[config.mk]
export PLATFORM = sky130hd
export DESIGN_NAME = fc_weight_sequencer
export DESIGN_NICKNAME = d
export VERILOG_FILES = /design/src/rtl/fc_weight_sequencer.sv
export SDC_FILE = /design/constraint.sdc
export NUM_CORES = 1
export LEC_CHECK = 0
export ABC_AREA = 1
export CAP_MARGIN = 20
export CORE_ASPECT_RATIO = 0.8
export CORE_MARGIN = 5
export CORE_UTILIZATION = 46
export DETAILED_ROUTE_END_ITERATION = 7
export GPL_TIMING_DRIVEN = 0
export HOLD_SLACK_MARGIN = 0.05
export PLACE_DENSITY = 0.76
export SLEW_MARGIN = 30
export SYNTH_ARGS = -nofsm -noshare
export SYNTH_HDL_FRONTEND = slang
export SYNTH_SLANG_ARGS = --single-unit
[constraint.sdc]
create_clock -name ap_clk -period 9.07 [get_ports ap_clk]
set_input_delay 1.3605 -clock ap_clk [delete_from_list [all_inputs] [get_ports ap_clk]]
set_output_delay 1.3605 -clock ap_clk [all_outputs]
set_load 0.05 [all_outputs]
[src/rtl/fc_weight_sequencer.sv]
// Per-image weight/bias scheduler for the Layer-4 FC stage: captures the leading
// bias words, then packs the 16-bit weight stream four at a time into 64-bit beats.
module fc_weight_sequencer #(
    parameter int BIAS_NUM = 10,
    parameter int W_BEATS  = 320
) (
    input  logic                   ap_clk,
    input  logic                   ap_rst,
    input  logic                   start,
    input  logic [15:0]            fc_weight_TDATA,
    input  logic                   fc_weight_TVALID,
    output logic                   fc_weight_TREADY,
    output logic [63:0]            w_Data_TDATA,
    output logic                   w_Data_TVALID,
    input  logic                   w_Data_TREADY,
    output logic [16*BIAS_NUM-1:0] Bias_Data,
    output logic                   bias_valid,
    input  logic                   label_fire,
    output logic                   busy,
    output logic                   done,
    output logic [1:0]             fsm_state
);

    localparam int WORDS = 4 * W_BEATS;
    localparam int WCW   = $clog2(WORDS + 1);
    localparam int BCW   = $clog2(W_BEATS + 1);
    localparam int ICW   = $clog2(BIAS_NUM + 1);

    typedef enum logic [1:0] {IDLE, LOAD_BIAS, STREAM, WAIT_LABEL} state_t;

    state_t         state, next_state;
    logic [WCW-1:0] word_cnt;
    logic [BCW-1:0] beat_cnt;
    logic [ICW-1:0] bias_cnt;
    logic [1:0]     pack_cnt;
    logic [47:0]    pack;
    logic           word_fire, beat_fire, reload, bias_last, beat_last;

    // Both streams transfer on a rising edge where VALID and READY are high;
    // a producer holds VALID and DATA steady until that edge.
    always_comb begin
        fc_weight_TREADY = 1'b0;
        case (state)
            LOAD_BIAS: fc_weight_TREADY = 1'b1;
            STREAM:    fc_weight_TREADY = (word_cnt < WCW'(WORDS)) &&
                                          (pack_cnt != 2'd3 || !w_Data_TVALID || w_Data_TREADY);
            default:   fc_weight_TREADY = 1'b0;
        endcase
    end

    assign word_fire = fc_weight_TVALID && fc_weight_TREADY;
    assign beat_fire = (state == STREAM) && w_Data_TVALID && w_Data_TREADY;
    assign reload    = word_fire && (state == STREAM) && (pack_cnt == 2'd3);
    assign bias_last = word_fire && (state == LOAD_BIAS) && (bias_cnt == ICW'(BIAS_NUM - 1));
    assign beat_last = beat_fire && (beat_cnt == BCW'(W_BEATS - 1));
    assign busy      = (state != IDLE);
    assign fsm_state = state;

    always_ff @(posedge ap_clk or posedge ap_rst) begin
        if (ap_rst) state <= IDLE;
        else        state <= next_state;
    end

    always_comb begin
        next_state = state;
        case (state)
            IDLE:       if (start)      next_state = LOAD_BIAS;
            LOAD_BIAS:  if (bias_last)  next_state = STREAM;
            STREAM:     if (beat_last)  next_state = WAIT_LABEL;
            WAIT_LABEL: if (label_fire) next_state = IDLE;
            default:                    next_state = IDLE;
        endcase
    end

    always_ff @(posedge ap_clk or posedge ap_rst) begin
        if (ap_rst) begin
            word_cnt      <= '0;
            beat_cnt      <= '0;
            bias_cnt      <= '0;
            pack_cnt      <= '0;
            pack          <= '0;
            w_Data_TDATA  <= '0;
            w_Data_TVALID <= 1'b0;
            Bias_Data     <= '0;
            bias_valid    <= 1'b0;
            done          <= 1'b0;
        end else begin
            done <= 1'b0;
            case (state)
                IDLE: begin
                    if (start) begin
                        word_cnt   <= '0;
                        beat_cnt   <= '0;
                        bias_cnt   <= '0;
                        pack_cnt   <= '0;
                        bias_valid <= 1'b0;
                    end
                end
                LOAD_BIAS: begin
                    if (word_fire) begin
                        for (int k = 0; k < BIAS_NUM; k++) begin
                            if (bias_cnt == ICW'(k)) Bias_Data[16*k +: 16] <= fc_weight_TDATA;
                        end
                        bias_cnt <= bias_cnt + ICW'(1);
                        if (bias_last) bias_valid <= 1'b1;
                    end
                end
                STREAM: begin
                    if (word_fire) begin
                        word_cnt <= word_cnt + WCW'(1);
                        pack_cnt <= pack_cnt + 2'd1;
                        case (pack_cnt)
                            2'd0:    pack[15:0]   <= fc_weight_TDATA;
                            2'd1:    pack[31:16]  <= fc_weight_TDATA;
                            2'd2:    pack[47:32]  <= fc_weight_TDATA;
                            default: w_Data_TDATA <= {fc_weight_TDATA, pack};
                        endcase
                    end
                    // A reload in the handshake cycle keeps the beat slot full.
                    if (reload)         w_Data_TVALID <= 1'b1;
                    else if (beat_fire) w_Data_TVALID <= 1'b0;
                    if (beat_fire) beat_cnt <= beat_cnt + BCW'(1);
                end
                WAIT_LABEL: begin
                    w_Data_TVALID <= 1'b0;
                    if (label_fire) done <= 1'b1;
                end
                default: ;
            endcase
        end
    end

endmodule
==> ds_physical_params.txt, run 1 <==
Implementation parameters

Parameter                              Value

Final timing
  Clock period minus worst slack .................. 4530 ps
  Final setup vio count .................. 0
  Final worst path period share .................. 50.0%
  Final Skew .................. 10.6 ps
  Setup ws final .................. 4540 ps
  Max-slew violation count .................. 0
  RSZ-0062 raised after global routing .................. false
  Worst-case headroom to the max-slew limit .................. 33.2%
  Transition time of the tightest slew-check pin .................. between 1000 and 1500 ps
  Maximum clock frequency .................. 221 MHz
  Post-Route Setup TNS .................. 0 ps
  Final number of hold-violating endpoints .................. 0

Finish
  Count of nets after finishing .................. 1554
  Count of antenna diodes in the layout .................. 0
  Commonest non-fill, non-tap cells in the layout .................. dfrtp_1, nand2_1, clkdlybuf4s50_1, nor2_1, a21oi_1
  Share of post-route cells with drive strength above 1 .................. roughly a tenth
  Area taken by flip-flops and latches .................. 7580 um^2
  Comb. cell area .................. 3730 um^2
  Non-filler instance count after layout .................. 1889
  Area of all placed cells without fillers .................. ~16000 um^2
  Highest-count logic cell in the final layout .................. dfrtp_1
  P&R area growth vs syn .................. 35.1%

Synthesis
  Net count entering floorplan .................. 1259
  Yosys cell count .................. 1222
  Yosys warnings .................. 0
  Share of cell area taken by muxes after synthesis .................. 0%
  Number of cells produced by synthesis .................. 1222
  Top non-seq family .................. simple AND/OR/NAND/NOR gates
  Post-synth EDFFs .................. 0
  Post-synth regs .................. 303
  Aoi/oai-family share of the synthesized area .................. 10.9%
  Cell area after technology mapping .................. 12000 um^2
  Area share of the leading cell type in the synthesized netlist .................. 63.3%
  Most used DFF post-synth .................. dfrtp_1
  Synthesis area per yosys .................. 12000 um^2
  Unique masters post-synth .................. 37
  Cell types with the largest area share after synthesis .................. dfrtp_1, nand2_1, a21oi_1
  Average footprint of a synthesized cell .................. 9.80 um^2
  Yosys simple share .................. a little under a fifth
  Yosys top cell by instances .................. dfrtp_1
  Seq share, synth .................. 63.3%
  Proportion of register bits with asynchronous set or reset after synthesis .................. 100%
  Area fraction in full adders, half adders and majority gates .................. approximately 1.6%
  Yosys xor share .................. 0.439%
  Most common library cells after synthesis .................. dfrtp_1, nand2_1, nor2_1
  Cell accounting for the most synthesized area .................. dfrtp_1

CTS
  Insertion Delay late pin .................. 550 ps
  Clock root buffer .................. clkbuf_16
  Clock buffers created by TritonCTS .................. 30
  Reg clk slew, reported paths .................. 60 ps
  Post-cts gate resize count .................. 0
  Buffers from clock root to sink, at most .................. 3
  Post-CTS setup buffer count .................. 0
  Number of levels the H-tree was split into .................. 1
  Hold_buf cts .................. 0
  Clock tree from TritonCTS .................. built
  Clk sinks .................. 303

Min path
  Class of the tightest hold or removal check .................. reg -> reg

Worst setup path
  Endpoint kind of the worst setup timing path .................. output port
  Cell repeated most along the worst path .................. clkdlybuf4s50_1
  Worst EP arrival .................. 3170 ps
  Critical path startpoint category .................. primary input
  Buffer and inverter count on the worst path .................. 3
  Maximum fanout along the worst path .................. 2
  Critical setup path kind .................. in -> out
  Critical Path Max Stage Delay .................. 850 ps
  Required time at the worst-slack endpoint .................. 7710 ps
  Dominant delay contributor by cell family on the critical path .................. buffers and inverters
  Slowest cell on the critical path .................. clkdlybuf4s50_1
  Cell chain of the critical path .................. clkdlybuf4s50_1 -> inv_1 -> nand3_1 -> nand3_2 -> a21oi_1 -> clkdlybuf4s50_1

Place
  Placed cells .................. roughly 1800
  Cell area after placement .................. 15200 um^2
  Sum of net half-perimeters after detailed placement .................. ~26000 um
  Worst setup slack before clock tree synthesis .................. 4540 ps
  Weighted congestion at the end of routability-driven global placement .................. about 0.86

GRT
  Met1 Usage GRT .................. 34.2%
  Global-route congestion overflow total .................. 0
  Antenna violations before repair .................. 1
  Global route hottest layer .................. met2
  Wire length of the first global-routing pass .................. 57300 um
  M2 GR Usage .................. between 30% and 40%
  Routing usage on met3 .................. 7.48%
  Total Routing Usage GR .................. about 25%
  Number of global-route vias before repair .................. just under 10000
  Largest net degree at the start of global routing .................. 32

Run
  Total of max-cap violations .................. 0
  Log Warnings .................. 36

Routing
  Met1 Wirelength .................. 15400 um
  Sum of met3 wire segment lengths after detailed routing .................. 3660 um
  Post-detailed-route count of antenna-violating nets .................. 0
  Total wirelength of the detailed-routed design .................. 36900 um
  Detailed route wirelength on metal2 .................. 16800 um
  Via count .................. 9824
  Residual DRC .................. 0
  Highest metal layer used by the detailed router .................. met5
  Routed wire length per instance .................. 19.6 um
  Drt pass-1 iters .................. 5
  Via count normalized by instance count .................. 5.20
  Violation count after the first detailed-routing iteration .................. ~890

Die
  Chip footprint .................. 29400 um^2
  Pre-Place Util .................. between 40% and 50%
  Core Area .................. 25500 um^2

Power and ir drop
  Peak supply drop .................. 0.288 mV
  Total power .................. 5.19 mW
  Pwr/cell area .................. ~320 nW/um^2
  Static leakage .................. 7.63 nW

Outcome
  Status .................. completed
## run 1: tightest hold or removal path, stage by stage (launching register included)
cell and delay, ps:
dfrtp_1 340, nand2_1 50, nand2_1 40
## run 1: registers in the layout, summed over array words and instances (netlist names)
signal,count
pack,48
done,1
w_Data_TDATA,64
word_cnt,11
beat_cnt,9
fsm_state,2
bias_valid,1
pack_cnt,2
w_Data_TVALID,1
Bias_Data,160
bias_cnt,4
## run 1: stage by stage
step | hold slack [ps] | util, %
floorplan | 449 | -
global placement | 455 | 58.6
detailed placement | 458 | 59.5
CTS | 473 | 63.5
global route | 492 | 63.5
finish | 471 | 63.5
## run 1: report_power, final
part / leakage (nW) / switching, mW / internal, mW / total [mW]
Combinational: 3.03 / 1.44 / 0.645 / 2.09
Sequential: 4.11 / 0.190 / 1.65 / 1.84
Clock: 0.485 / 0.519 / 0.745 / 1.26
Total: 7.63 / 2.15 / 3.04 / 5.19
## run 1: final timing paths
path / slack, ps / endpoint / cells after the start / from
worst max-delay path: 4540 / fc_weight_TREADY / 6 / w_Data_TREADY
worst min-delay path: 470 / w_Data_TDATA[25] / 2 / w_Data_TDATA[25]
worst max register to register: 6670 / Bias_Data[148] / 8 / fsm_state[0]
worst min register to register: 470 / w_Data_TDATA[25] / 2 / w_Data_TDATA[25]
max in group asynchronous: 6670 / Bias_Data[108] / 6 / ap_rst
min in group asynchronous: 1190 / Bias_Data[155] / 2 / ap_rst
## run 1: cell type report
| class | instances | share of cell area [%] |
|---|---|---|
| Timing Repair Buffer | 263 | 17.0 |
| Multi-Input combinational cell | 794 | 23.1 |
| Buffer | 73 | 2.92 |
| Clock buffer | 47 | 5.66 |
| Inverter | 52 | 1.24 |
| Sequential cell | 303 | 46.8 |
| Tap cell | 351 | 2.71 |
| Clock inverter | 6 | 0.526 |
**Run 1: I/O nets highlighted**

(1.5 px per um)
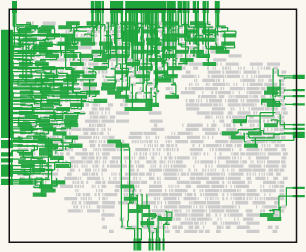
Key: Bias_Data = green [direction output, edge 70 left, 69 top, 12 right, 9 bottom, end cells 160, wire 6980 um]
boundary pin count: 253
port bufs: 252

**Run 1: ports around the boundary**

(2 px per um) Pins as bars across the die edge, other pins in grey.
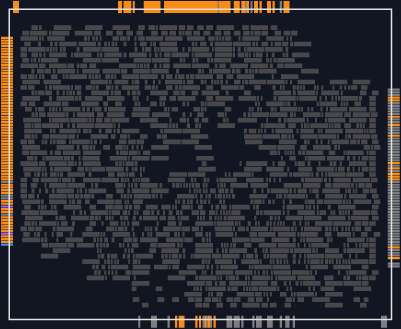
Key: fsm_state = purple [pins 2, direction output, edge left]; ap_clk = blue [pins 1, direction input, edge left]; Bias_Data = orange [pins 160, direction output, edge 70 left, 69 top, 12 right, 9 bottom]
All pins by edge: 77 left, 73 top, 65 right, 38 bottom.
Horiz. Die Dim: 190 um
Die Height: 154 um

**Run 1: placement view**

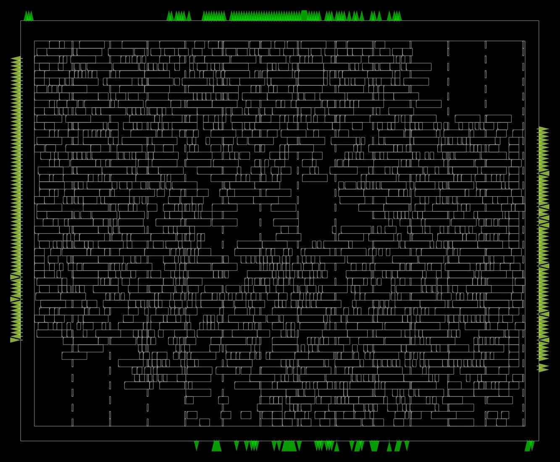
number of fill cells in the layout: 2093
Seq Cell Count: 303
number of placement rows: 52

**Run 1: routed metal, one colour a layer**

(1.5 px per um) Two of the layers only.
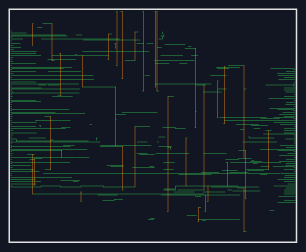

--- run 2 (diff from run 1) ---
- CORE_UTILIZATION: 46 -> 51
- PLACE_DENSITY: 0.76 -> 0.8
- clock period: 9.07 -> 4.4 ns (I/O delays scaled with it)
**Run 2: routed metal, one colour a layer**

(1.5 px per um) Two of the layers only.
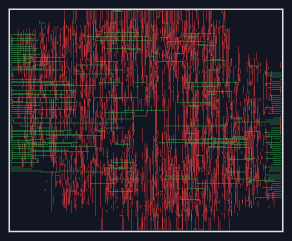
Key: metal 2 = red [wire length 17200 um]; metal 3 = green [wire length 3250 um]
total wirelength of the detailed-routed design: 36200 um
routed wire length per instance: 19.6 um
Total Routing Usage GR: 26.8%
via count: 9865

==> run 2 against run 1 <==
Compared with the run above: via count grew 0.42%; sequential cell count stayed put; clock skew shrank 2.8 ps; largest power group unchanged.
==> ds_physical_params.txt, run 2 <==
Implementation parameters

Parameter                              Value

Outcome
  Status .................. completed

Final timing
  Final number of hold-violating endpoints .................. 0
  Transition time of the tightest slew-check pin .................. 978 ps
  Final setup vio count .................. 0
  Final Skew .................. slightly below 8 ps
  Worst-case headroom to the max-slew limit .................. 34.8%
  Maximum clock frequency .................. 302 MHz
  RSZ-0062 raised after global routing .................. false
  Worst-case hold slack .................. roughly 480 ps
  Setup ws final .................. 1090 ps
  Post-Route Setup TNS .................. 0 ps
  Clock period minus worst slack .................. 3310 ps
  Max-slew violation count .................. 0

Place
  Weighted congestion at the end of routability-driven global placement .................. 0.863
  Cell area after placement .................. 15100 um^2
  Worst setup slack before clock tree synthesis .................. between 1000 and 1500 ps
  Port bufs .................. ~250
  Placed cells .................. 1797
  Sum of net half-perimeters after detailed placement .................. 25200 um

GRT
  Wire length of the first global-routing pass .................. about 57000 um
  Largest net degree at the start of global routing .................. 31
  Global-route congestion overflow total .................. 0
  Number of global-route vias before repair .................. 10000

Synthesis
  Yosys cell count .................. 1222
  Cell accounting for the most synthesized area .................. dfrtp_1
  Area share of the leading cell type in the synthesized netlist .................. 63.3%
  Unique masters post-synth .................. 37
  Most common library cells after synthesis .................. dfrtp_1, nand2_1, nor2_1
  Post-synth EDFFs .................. 0
  Cell area after technology mapping .................. 12000 um^2
  Seq share, synth .................. 63.3%
  Average footprint of a synthesized cell .................. approximately 9.8 um^2
  Most used DFF post-synth .................. dfrtp_1
  Synthesis area per yosys .................. 12000 um^2
  Net count entering floorplan .................. 1259
  Number of cells produced by synthesis .................. 1222
  Yosys top cell by instances .................. dfrtp_1
  Post-synth regs .................. between 300 and 400
  Yosys warnings .................. 0
  Cell types with the largest area share after synthesis .................. dfrtp_1, nand2_1, a21oi_1

Finish
  Count of nets after finishing .................. 1553
  Highest-count logic cell in the final layout .................. dfrtp_1
  P&R area growth vs syn .................. 34.4%
  Max reg flops .................. 160
  Area of all placed cells without fillers .................. about 16000 um^2
  Non-filler instance count after layout .................. 1847
  Share of post-route cells with drive strength above 1 .................. 9.32%
  Biggest registers after layout .................. Bias_Data x160, w_Data_TDATA x64, pack x48
  Register with the most flip-flops .................. Bias_Data

Routing
  Via count normalized by instance count .................. roughly 5.3
  Drt pass-1 iters .................. 5
  Violation count after the first detailed-routing iteration .................. 793
  Post-detailed-route count of antenna-violating nets .................. 0
  Residual DRC .................. 0

CTS
  Clock tree from TritonCTS .................. built
  Number of levels the H-tree was split into .................. 1
  Clock buffers created by TritonCTS .................. 29
  Clk sinks .................. 303
  Clock root buffer .................. clkbuf_16
  Hold_buf cts .................. 0
  Buffers from clock root to sink, at most .................. 3
  Insertion Delay late pin .................. 540 ps
  Reg clk slew, reported paths .................. roughly 60 ps
  Post-CTS setup buffer count .................. 0
  Post-cts gate resize count .................. 0

Worst setup path
  Required time at the worst-slack endpoint .................. 3740 ps
  Cell repeated most along the worst path .................. inv_1
  Slowest cell on the critical path .................. clkdlybuf4s50_1
  FF-to-FF Start .................. fsm_state[0]
  Maximum fanout along the worst path .................. 5
  Critical setup path kind .................. reg -> out
  Buffer and inverter count on the worst path .................. 3
  Critical Path Max Stage Delay .................. 850 ps
  Cell chain of the critical path .................. inv_1 -> ha_1 -> inv_1 -> a21oi_1 -> clkdlybuf4s50_1
  Worst reg-to-reg setup slack .................. about 2200 ps
  Startpoint of the worst setup timing path .................. fsm_state[0]
  Dominant delay contributor by cell family on the critical path .................. buffers and inverters

Min path
  Worst Hold Launch .................. w_Data_TDATA[4]
  Class of the tightest hold or removal check .................. reg -> reg

Power and ir drop
  Peak supply drop .................. 0.488 mV
  Static leakage .................. approximately 7.6 nW
  Logic pwr share .................. 40.4%
  Switching power total .................. 4.44 mW
  Relative contribution of sequential cells to total power .................. 35.6%
  Total power .................. between 10 and 15 mW
  Proportion of total power due to net switching .................. 41.6%
  Internal power .................. 6.24 mW

Die
  Chip footprint .................. 26700 um^2
  Core Area .................. 23300 um^2
  Number of placement rows .................. 50
  Horiz. Die Dim .................. 181 um
  Boundary pin count .................. between 200 and 300
  Pre-Place Util .................. between 50% and 60%

Run
  Total of max-cap violations .................. 0
  Log Warnings .................. 37
==> run 2: cell counts after synthesis <==
Identical to the previous run, type by type.
==> run 2: final cells by class <==
type	count	area, um^2
flip-flops and latches	303	7580
fillers	1761	7170
multi-input cells	794	3730
repair buffers	263	2760
clock buffers	38	800
plain buffers	73	470
well taps	312	390
inverters	52	200
clock inverters	12	170
==> run 2: cell families (layout without fill, tap and decap cells) <==
| logic type | count (synthesis) | in the layout | synth area share (%) |
|---|---|---|---|
| xor gates and xnor gates | 6 | 6 | 0.439 |
| AOI/OAI and AO/OA | 258 | 258 | 10.9 |
| buffers and inverters | 125 | 438 | 5.56 |
| and+or+nand+nor | 515 | 515 | 18.3 |
| adders and majority gates | 15 | 15 | 1.57 |
| DFF | 303 | 303 | 63.3 |
==> run 2: worst paths after layout <==
check | endpoint | cells after the start
worst max-delay path | fc_weight_TREADY | 5
worst min-delay path | w_Data_TDATA[4] | 2
worst max register to register | Bias_Data[156] | 7
worst min register to register | w_Data_TDATA[4] | 2
max in group asynchronous | Bias_Data[68] | 7
min in group asynchronous | pack[6] | 2
==> run 2: layer usage <==
layer  up-vias  wire length, um  global-route usage [%]  share of wire [%]
li1       4507                -                       -                  -
met1      4873            14600                    35.6                 40
met2       403            17200                    43.5                 48
met3        82             3250                    7.80                9.0
met4         0             1190                    7.91                3.3
met5         -                0                       0                  0
==> run 2: power groups by stage <==
| stage | clock network, mW | logic, mW | registers, mW |
|---|---|---|---|
| after floorplan | 0 | 1.11 | 5.50 |
| after global placement | 0 | 4.21 | 3.81 |
| after detailed placement | 0 | 4.30 | 3.83 |
| after CTS | 2.60 | 4.33 | 3.79 |
| after global routing | 2.71 | 4.56 | 3.87 |
| final | 2.57 | 4.31 | 3.81 |
No activity file was given, so power comes from the tool's default toggle rates.
